File: src/rtl/config_scan_loader.sv
// config_scan_loader: streams host words LSB-first into a scan chain and
// returns the bits falling out of the chain tail as readback words.
module config_scan_loader #(
  parameter int CHAIN_LEN  = 64,
  parameter int WORD_WIDTH = 8
) (
  input  logic                  clk,
  input  logic                  rst,
  input  logic                  start,
  input  logic [WORD_WIDTH-1:0] in_data,
  input  logic                  in_valid,
  output logic                  in_ready,
  output logic                  scan_in,
  output logic                  scan_en,
  output logic                  scan_wen,
  input  logic                  chain_tail,
  output logic [WORD_WIDTH-1:0] rb_data,
  output logic                  rb_valid,
  output logic                  busy,
  output logic                  done
);
  localparam int NW   = (CHAIN_LEN + WORD_WIDTH - 1) / WORD_WIDTH;
  localparam int LAST = ((CHAIN_LEN - 1) % WORD_WIDTH) + 1;
  localparam int WCW  = $clog2(NW + 1);
  localparam int SCW  = $clog2(CHAIN_LEN + 1);
  localparam int BCW  = $clog2(WORD_WIDTH + 1);
  localparam int RCW  = $clog2(WORD_WIDTH);
  typedef enum logic [1:0] {IDLE, LOAD, SHIFT, DONE} state_t;
  state_t                st_q, st_d;
  logic [WORD_WIDTH-1:0] hold_q, hold_d, sr_q, sr_d, rb_q, rb_d, rb_acc;
  logic                  hold_v_q, hold_v_d;
  logic [BCW-1:0]        cnt_q, cnt_d;
  logic [WCW-1:0]        acc_q, acc_d, mv_q, mv_d;
  logic [SCW-1:0]        sh_q, sh_d;
  logic [RCW-1:0]        rbc_q, rbc_d;
  logic                  go, hs, mv, shift, last, emit;
  // cnt_q is the number of valid bits left in the shift register; the chain
  // shifts on every edge where it is non-zero, so moving the next word in
  // while the last bit is consumed keeps streaming gapless.
  always_comb begin
    go       = start && (st_q == IDLE || st_q == DONE);
    hs       = in_valid && in_ready;
    shift    = cnt_q != '0;
    mv       = hold_v_q && cnt_q <= BCW'(1);
    last     = shift && sh_q == SCW'(CHAIN_LEN - 1);
    rb_acc   = rb_q;
    rb_acc[rbc_q] = chain_tail;
    emit     = shift && (rbc_q == RCW'(WORD_WIDTH - 1) || last);
    hold_d   = hs ? in_data : hold_q;
    hold_v_d = hs || (hold_v_q && !mv);
    sr_d     = mv ? hold_q : shift ? sr_q >> 1 : sr_q;
    cnt_d    = mv ? (mv_q == WCW'(NW - 1) ? BCW'(LAST) : BCW'(WORD_WIDTH))
             : shift ? cnt_q - BCW'(1) : cnt_q;
    acc_d    = go ? '0 : acc_q + WCW'(hs);
    mv_d     = go ? '0 : mv_q + WCW'(mv);
    sh_d     = go ? '0 : sh_q + SCW'(shift);
    rbc_d    = (go || emit) ? '0 : rbc_q + RCW'(shift);
    rb_d     = (go || emit) ? '0 : shift ? rb_acc : rb_q;
    st_d     = go ? LOAD : (st_q == LOAD && mv) ? SHIFT : last ? DONE : st_q;
  end
  always_ff @(posedge clk or posedge rst) begin
    if (rst) begin
      st_q     <= IDLE;
      hold_q   <= '0;
      hold_v_q <= 1'b0;
      sr_q     <= '0;
      cnt_q    <= '0;
      acc_q    <= '0;
      mv_q     <= '0;
      sh_q     <= '0;
      rbc_q    <= '0;
      rb_q     <= '0;
      in_ready <= 1'b0;
      scan_in  <= 1'b0;
      scan_en  <= 1'b0;
      scan_wen <= 1'b0;
      rb_data  <= '0;
      rb_valid <= 1'b0;
      busy     <= 1'b0;
      done     <= 1'b0;
    end else begin
      st_q     <= st_d;
      hold_q   <= hold_d;
      hold_v_q <= hold_v_d;
      sr_q     <= sr_d;
      cnt_q    <= cnt_d;
      acc_q    <= acc_d;
      mv_q     <= mv_d;
      sh_q     <= sh_d;
      rbc_q    <= rbc_d;
      rb_q     <= rb_d;
      in_ready <= !hold_v_d && acc_d < WCW'(NW) && (st_d == LOAD || st_d == SHIFT);
      scan_in  <= sr_d[0];
      scan_en  <= st_d == LOAD || st_d == SHIFT;
      scan_wen <= cnt_d != '0;
      rb_valid <= emit;
      if (emit) rb_data <= rb_acc;
      busy     <= st_d == LOAD || st_d == SHIFT;
      done     <= st_d == DONE;
    end
  end
endmodule

File: config.mk
export PLATFORM = sky130hd
export DESIGN_NAME = config_scan_loader
export DESIGN_NICKNAME = d
export VERILOG_FILES = /design/src/rtl/config_scan_loader.sv
export SDC_FILE = /design/constraint.sdc
export NUM_CORES = 1
export LEC_CHECK = 0
export CORE_UTILIZATION = 56
export CTS_CLUSTER_SIZE = 20
export DETAILED_ROUTE_END_ITERATION = 10
export PLACE_DENSITY = 0.86
export SYNTH_ARGS = -nofsm -noshare
export SYNTH_HDL_FRONTEND = slang
export SYNTH_SLANG_ARGS = --single-unit
File: constraint.sdc
create_clock -name clk -period 2.5 [get_ports clk]
set_clock_uncertainty 0.15 [all_clocks]
set_input_delay 0.25 -clock clk [delete_from_list [all_inputs] [get_ports clk]]
set_output_delay 0.25 -clock clk [all_outputs]
set_load 0.02 [all_outputs]
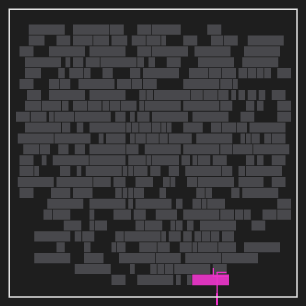
*Nets reached from selected ports, run 1*
Scale: 4 px per um.
magenta -> rb_valid  # direction output, edge south, end cells 1, buffers 1, wire 13.6 um
total I/O pin count: 28
count of input and output buffers: 27

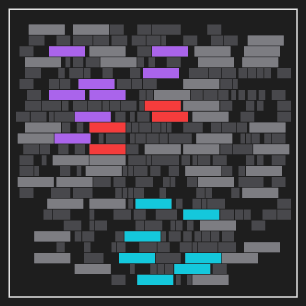
*Where the registers sit, run 1*
Scale: 4 px per um.
cyan -> sh_q  # placed flops 7, where south
purple -> sr_q  # placed flops 8
red -> cnt_q  # placed flops 4, where center
flip-flop and latch power: 1700 uW
Seq area share: 45.7%
final core area utilization: 70.4%
area of all sequential standard cells: 1450 um^2

==> summary.txt, run 1 <==
Status of the implementation.

- The final critical-path required period is 2330 ps, for reference.
- The run finished with clean final reports.
- The most used routing layer is met2, for reference.
- The post-route total power is 4100 uW, for reference.
- For this run, the number of Yosys warnings is 0.
- The share of flip-flops with an asynchronous set or reset is 100%, for reference.
- The standard-cell row count is 24, for reference.
- Synthesis produced a netlist with a net count of 253.
- The layout has 8 inverters outside the clock class.
- The met2 capacity usage during global routing is 38.0%, for reference.
- The sum of negative setup slack is 0 ps, for reference.
- The number of synthesized flops with an enable pin is 0, for reference.
- The overall track demand over capacity in global routing is between 20% and 30%, for reference.
- The count of final max-slew check failures is 0, for reference.
- The dominant non-sequential cell family after synthesis is AND-OR/OR-AND gates, for reference.
- The data required time reported for the critical path is 2600 ps.
- The number of distinct library cell variants in the gate-level netlist after synthesis is 40, for reference.
- Once detail routing completed, the nets flagged for antenna violations numbered 0.
- Of the total power, the clock network draws ~18%.
- The overall chip area is 5120 um^2, for reference.
- The kind of cell adding the most delay to the critical path is adder cells, for reference.
- The final tally of setup violations is 0, for reference.
- The first global-routing pass estimated 8.63 mm of wire.
- Buffers outside the clock tree occupy 10.6% of the routed design's cell area.
- The DRC violation total left in the routed layout is recorded as 0.
- The mean instance size in the synthesized netlist is 11.8 um^2, for reference.
- The total clock network power is around 740 uW, for reference.
- According to the CTS report, the clock sink count is 58.
- The post-synthesis register bit count is 58, for reference.
- Endpoints failing hold in the final report were tallied at 0.
- The script logs the mean routed wire length per placed instance as between 15 and 20 um.
- On the final layout, the worst hold slack is 42.6 ps.
- The overall routed net length is 4.92 mm, for reference.
- The filler-free cell count of the finished design is 317, for reference.
- By area the synthesized netlist is led by dfrtp_1 (54%), mux2i_1 (5.5%), ha_1 (4.6%), mux2_2 (3.3%), buf_6 (2.5%).
- The count of max-cap constraint violations is 0, for reference.
- CTS built an H-tree with a depth of 3.
- The number of buffer and inverter instances along the worst setup path is 2, for reference.
- In this run, power in combinational logic comes to 1660 uW.
- The largest incremental delay on the critical path is between 400 and 500 ps, for reference.
- The number of multi-input combinational cells in the layout is ~150, for reference.
- The cell type contributing the most total cell area after synthesis is dfrtp_1, for reference.
- The flop-to-flop setup slack is around 170 ps, for reference.
- The first detailed-routing pass took 4 iterations.
- The top cell class by occupied area is flip-flops and latches, for reference.
- The commonest register cell is dfrtp_1.
- The number of placed instances with taps included is around 300, for reference.
- The synthesis run shows the most used standard cells to be dfrtp_1 (58), mux2i_1 (15), nor2_1 (15).
- Among the stages of the critical path, the cell type that occurs most often is ha_1.
- After Yosys synthesis, and, or, nand and nor cells account for between 10% and 20% of the synthesized area.
- The switching power is 1550 uW, for reference.
- The met1 global-route usage is 26.4%, for reference.
- Of the post-synthesis cell area, the part taken by muxes is ~8.9%.
- Looking at the clock tree report, the root buffer type is clkbuf_8.
- The standby leakage power is 0.00141 uW, for reference.
- The overall via count from detail_route is 1,853, for reference.
- The final critical path takes up 93.0% of the cycle.
- The clock latency on the worst-skew pair is 330 ps, for reference.
- The kind of critical path is register to register, for reference.
- The number of flip-flops and latches is about 58, for reference.
- The clock buffers instantiated in the layout total 12.
- The final estimated routing congestion in global placement is 0.872, for reference.
- The most frequent logic cell in the layout is dfrtp_1, for reference.
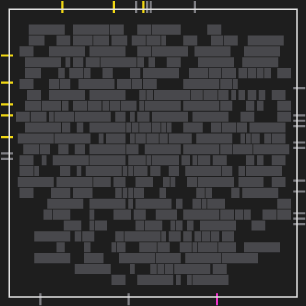
*Ports around the boundary, run 1*
Scale: 4 px per um. Pins as bars across the die edge, other pins in gray.
yellow -> in_data  # pins 8, direction input, edge 5 west, 3 north
magenta -> rb_valid  # pins 1, direction output, edge south
Die Y-Extent: 71.6 um
die span in x: 71.6 um

### Signal wires by layer, run 1

Scale: 4 px per um.
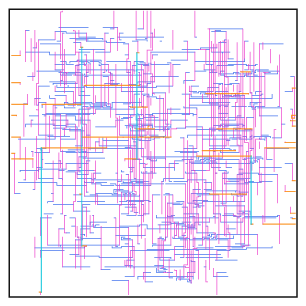

==> run 1 -> run 2 <==
--- a/config.mk
+++ b/config.mk
@@ -5,9 +5,11 @@
 export SDC_FILE = /design/constraint.sdc
 export NUM_CORES = 1
 export LEC_CHECK = 0
+export CORE_MARGIN = 2
 export CORE_UTILIZATION = 56
 export CTS_CLUSTER_SIZE = 20
 export DETAILED_ROUTE_END_ITERATION = 10
+export MAX_ROUTING_LAYER = met4
 export PLACE_DENSITY = 0.86
 export SYNTH_ARGS = -nofsm -noshare
 export SYNTH_HDL_FRONTEND = slang
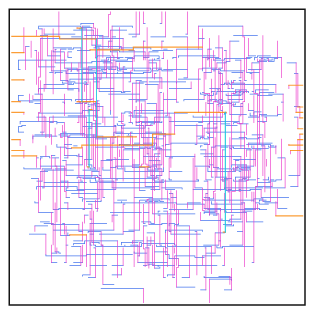
*Signal wires by layer, run 2*
Scale: 4 px per um.
cyan -> metal 4  # wire length 87.0 um
blue -> metal 1  # wire length 2,120 um
orange -> metal 3  # wire length 161 um
magenta -> metal 2  # wire length 2,450 um
detailed-route via count: 1,850
routed len/inst: 15.1 um
detailed-route wire length: 4.82 mm

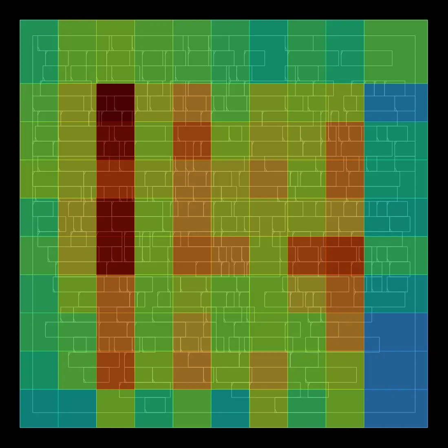
*Routing congestion map, run 2*
met3 layer usage reported by global route: 4.53%
Global Route met1 Usage: 26.4%

==> summary.txt, run 2 <==
Status of the implementation.

- The run finished with clean final reports.
- The multiplexer fraction of the synthesized cell area was 8.87% (unchanged).
- The count of final max-slew check failures is 0 (unchanged), for reference.
- The overall track demand over capacity in global routing is 21.7% (-0.89 points).
- The largest incremental delay on the critical path came to 440 ps (about the same).
- The die outline height is 73.6 um (+2.8%), for reference.
- The minimum hold slack is 139 ps (+96.8 ps).
- The power density over cell area is approximately 1300 nW/um^2, for reference.
- The count of max-cap constraint violations is 0 (unchanged), for reference.
- Among logic cells in the layout, the one with the most instances is dfrtp_1.
- The sum of negative setup slack came to 0 ps (unchanged).
- The area fraction in compound gates after synthesis is 13.3%, for reference.
- The count of warnings emitted by yosys was 0 (unchanged).
- The critical-path cell with the highest stage delay is dfrtp_1, for reference.
- The post-synthesis register bit count came to 58 (unchanged).
- In this design, the critical path's most frequently occurring cell is ha_1.
- The switching power is 1560 uW (+0.79%), for reference.
- The top-level I/O count is 28 (unchanged), for reference.
- The part of the power in the clock network is 22.0% (+4.1 points), for reference.
- The number of placed instances with taps included was 304 (+0.66%).
- The overall chip area was 5410 um^2 (+5.7%).
- The register area came to 1450 um^2 (unchanged).
- The die boundary width is 73.6 um (+2.8%), for reference.
- The kind of critical path is register to register, for reference.
- The most used routing layer is met2, for reference.
- By area, the combinational part of the netlist is dominated by AND-OR/OR-AND gates.
- The number of flip-flops and latches is 58 (unchanged), for reference.
- The clock latency on the worst-skew pair is 340 ps (about the same), for reference.
- The final estimated routing congestion in global placement is 0.780 (-11%), for reference.
- The simple-gate share of the synthesized area is 12.1% (unchanged).
- The count of clock-net buffers in the final layout came to 11 (-1).
- The area taken by multi-input logic gates is 1120 um^2, for reference.
- Sorting the Yosys area breakdown by cell type puts at the top dfrtp_1.
- Per the area breakdown, the dominant cell category is flip-flops and latches.
- The number of distinct library cell variants in the gate-level netlist after synthesis is 40 (unchanged), for reference.
- The final cycle utilization of the critical path came to 89.9% (-3.1 points).
- The remaining number of nets flagged by the antenna check after routing was 0 (unchanged).
- The synthesis run shows the most used standard cells to be dfrtp_1 (58), mux2i_1 (15), nor2_1 (15).
- The number of synthesized flops with an enable pin is 0 (unchanged), for reference.
- The power of the combinational group is 1640 uW (about the same), for reference.
- The count of input and output buffers is 27 (unchanged), for reference.
- The total clock network power is 944 uW (+28%), for reference.
- The sequential power came to 1700 uW (about the same).
- The number of multi-input combinational cells in the layout came to 150 (unchanged).
- The main flop type after synthesis is dfrtp_1, for reference.
- The relative area of non-clock buffer cells in the final design is 10.1% (-0.52 points), for reference.
- The number of sinks on the clock net came to 58 (unchanged).
- The kind of cell adding the most delay to the critical path is adder cells, for reference.
- The share of flip-flops with an asynchronous set or reset was 100% (unchanged).
- The wire length of the first global-routing pass is 8.56 mm (-0.80%), for reference.
- The required time of the worst setup path is 2610 ps (about the same), for reference.
- By area the synthesized netlist is led by dfrtp_1 (54%), mux2i_1 (5.5%), ha_1 (4.6%), mux2_2 (3.3%), buf_6 (2.5%).
- The standard-cell row count was 25 (+4.2%).
- The number of buffer and inverter instances along the worst setup path is 2 (unchanged), for reference.
- The final tally of setup violations is 0 (unchanged).
- The standby leakage power is 0.00142 uW (+0.90%), for reference.
- The total nets after synthesis was 253 (unchanged).
- The non-clock inverter total of the final layout is 8 (unchanged).
- The hold violation total from the final report is 0 (unchanged).
- The filler-free cell count of the finished design is 320 (+0.95%), for reference.
- The count of H-tree levels built during CTS is 3 (unchanged), for reference.
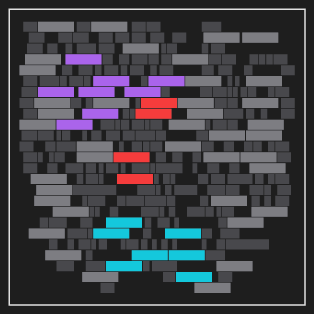
*Where the registers sit, run 2*
Scale: 4 px per um.
purple -> sr_q  # placed flops 8
red -> cnt_q  # placed flops 4, where center
cyan -> sh_q  # placed flops 7, where south
not colored = 39
final core area utilization: 68.5%
Seq area share: 45.2%

### Nets reached from selected ports, run 2

Scale: 4 px per um.
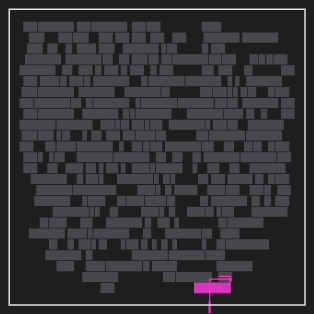

==> run 2 -> run 3 <==
--- a/config.mk
+++ b/config.mk
@@ -11,6 +11,7 @@
 export DETAILED_ROUTE_END_ITERATION = 10
 export MAX_ROUTING_LAYER = met4
 export PLACE_DENSITY = 0.86
+export SLEW_MARGIN = 10
 export SYNTH_ARGS = -nofsm -noshare
 export SYNTH_HDL_FRONTEND = slang
 export SYNTH_SLANG_ARGS = --single-unit
==> constraint.sdc (replaced) <==
create_clock -name clk -period 2.25 [get_ports clk]
set_clock_uncertainty 0.15 [all_clocks]
set_input_delay 0.225 -clock clk [delete_from_list [all_inputs] [get_ports clk]]
set_output_delay 0.225 -clock clk [all_outputs]
set_load 0.02 [all_outputs]
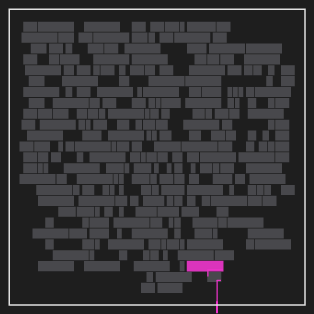
*Nets reached from selected ports, run 3*
Scale: 4 px per um.
magenta -> rb_valid  # direction output, edge south, end cells 1, buffers 1, wire 11.9 um

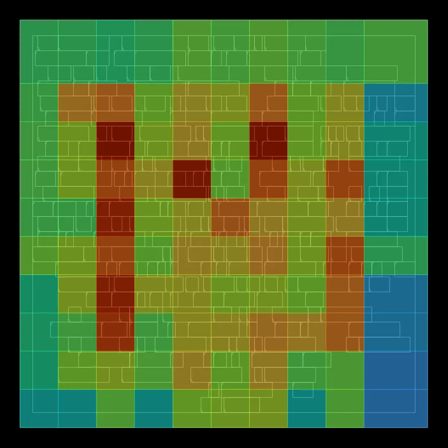
*Routing congestion map, run 3*
routed len/inst: 14.8 um
met2 capacity usage during global routing: 32.0%
peak-usage layer in the global routing report: met2

==> summary.txt, run 3 <==
Status of the implementation.

- The number of placed instances with taps included was 305 (+0.33%).
- The critical path is of the register to register type.
- The overall chip area is 5410 um^2 (unchanged), for reference.
- The part of the power in the clock network came to 16.8% (-5.2 points).
- The area taken by multi-input logic gates is 1130 um^2 (+0.89%).
- The global-route met3 utilization was 4.25% (-0.27 points).
- The count of clock-net buffers in the final layout is 11 (unchanged), for reference.
- The relative area of non-clock buffer cells in the final design is 10.8% (+0.75 points), for reference.
- The final cycle utilization of the critical path is 93.7% (+3.8 points), for reference.
- The number of synthesized flops with an enable pin is 0 (unchanged), for reference.
- The final estimated routing congestion in global placement came to 0.776 (-0.56%).
- The count of warnings emitted by yosys is 0 (unchanged).
- The area fraction in compound gates after synthesis came to 13.3% (unchanged).
- The final tally of setup violations is 0 (unchanged), for reference.
- The top-level I/O count came to 28 (unchanged).
- The power of the combinational group came to 1870 uW (+14%).
- The run finished with clean final reports.
- The top cell type in the final layout, fill and taps aside, is dfrtp_1.
- The die boundary width was 73.6 um (unchanged).
- Looking at the critical path, the single cell with the biggest stage delay is dfrtp_1.
- The post-synthesis register bit count is 58 (unchanged), for reference.
- The number of sinks on the clock net is 58 (unchanged).
- The total clock network power is 756 uW (-20%), for reference.
- In this design, the largest share of critical-path delay is due to adder cells.
- The number of distinct library cell variants in the gate-level netlist after synthesis is 40 (unchanged), for reference.
- The met1 global-route usage came to 25.9% (-0.48 points).
- The number of buffer and inverter instances along the worst setup path is 2 (unchanged).
- The multiplexer fraction of the synthesized cell area is 8.87% (unchanged), for reference.
- Among all flip-flop cells after synthesis, the most frequent one is dfrtp_1.
- The overall track demand over capacity in global routing is 20.6% (-1.1 points), for reference.
- The minimum hold slack was 105 ps (-34.4 ps).
- The number of multi-input combinational cells in the layout is 150 (unchanged), for reference.
- The die outline height is 73.6 um (unchanged).
- The sum of negative setup slack is 0 ps (unchanged), for reference.
- The synthesized design spends more area on one cell type than any other, namely dfrtp_1.
- The switching power is 1710 uW (+9.6%).
- The most prevalent standard cell on the critical path is ha_2, for reference.
- The total nets after synthesis is 253 (unchanged), for reference.
- The remaining number of nets flagged by the antenna check after routing is 0 (unchanged), for reference.
- The non-clock inverter total of the final layout came to 8 (unchanged).
- The synthesis report lists the most area-consuming cells as dfrtp_1 (54%), mux2i_1 (5.5%), ha_1 (4.6%), mux2_2 (3.3%), buf_6 (2.5%).
- The required time of the worst setup path is 2360 ps (-250 ps).
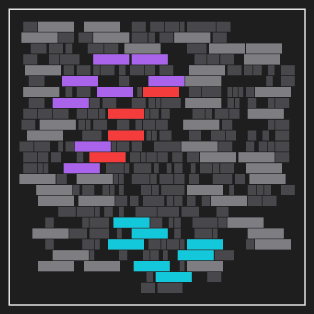
*Where the registers sit, run 3*
Scale: 4 px per um.
purple -> sr_q  # placed flops 8
cyan -> sh_q  # placed flops 7, where south
red -> cnt_q  # placed flops 4, where center
final core area utilization: 67.7%
flip-flop and latch power: 1880 uW

Power and IR drop assume default switching activity.
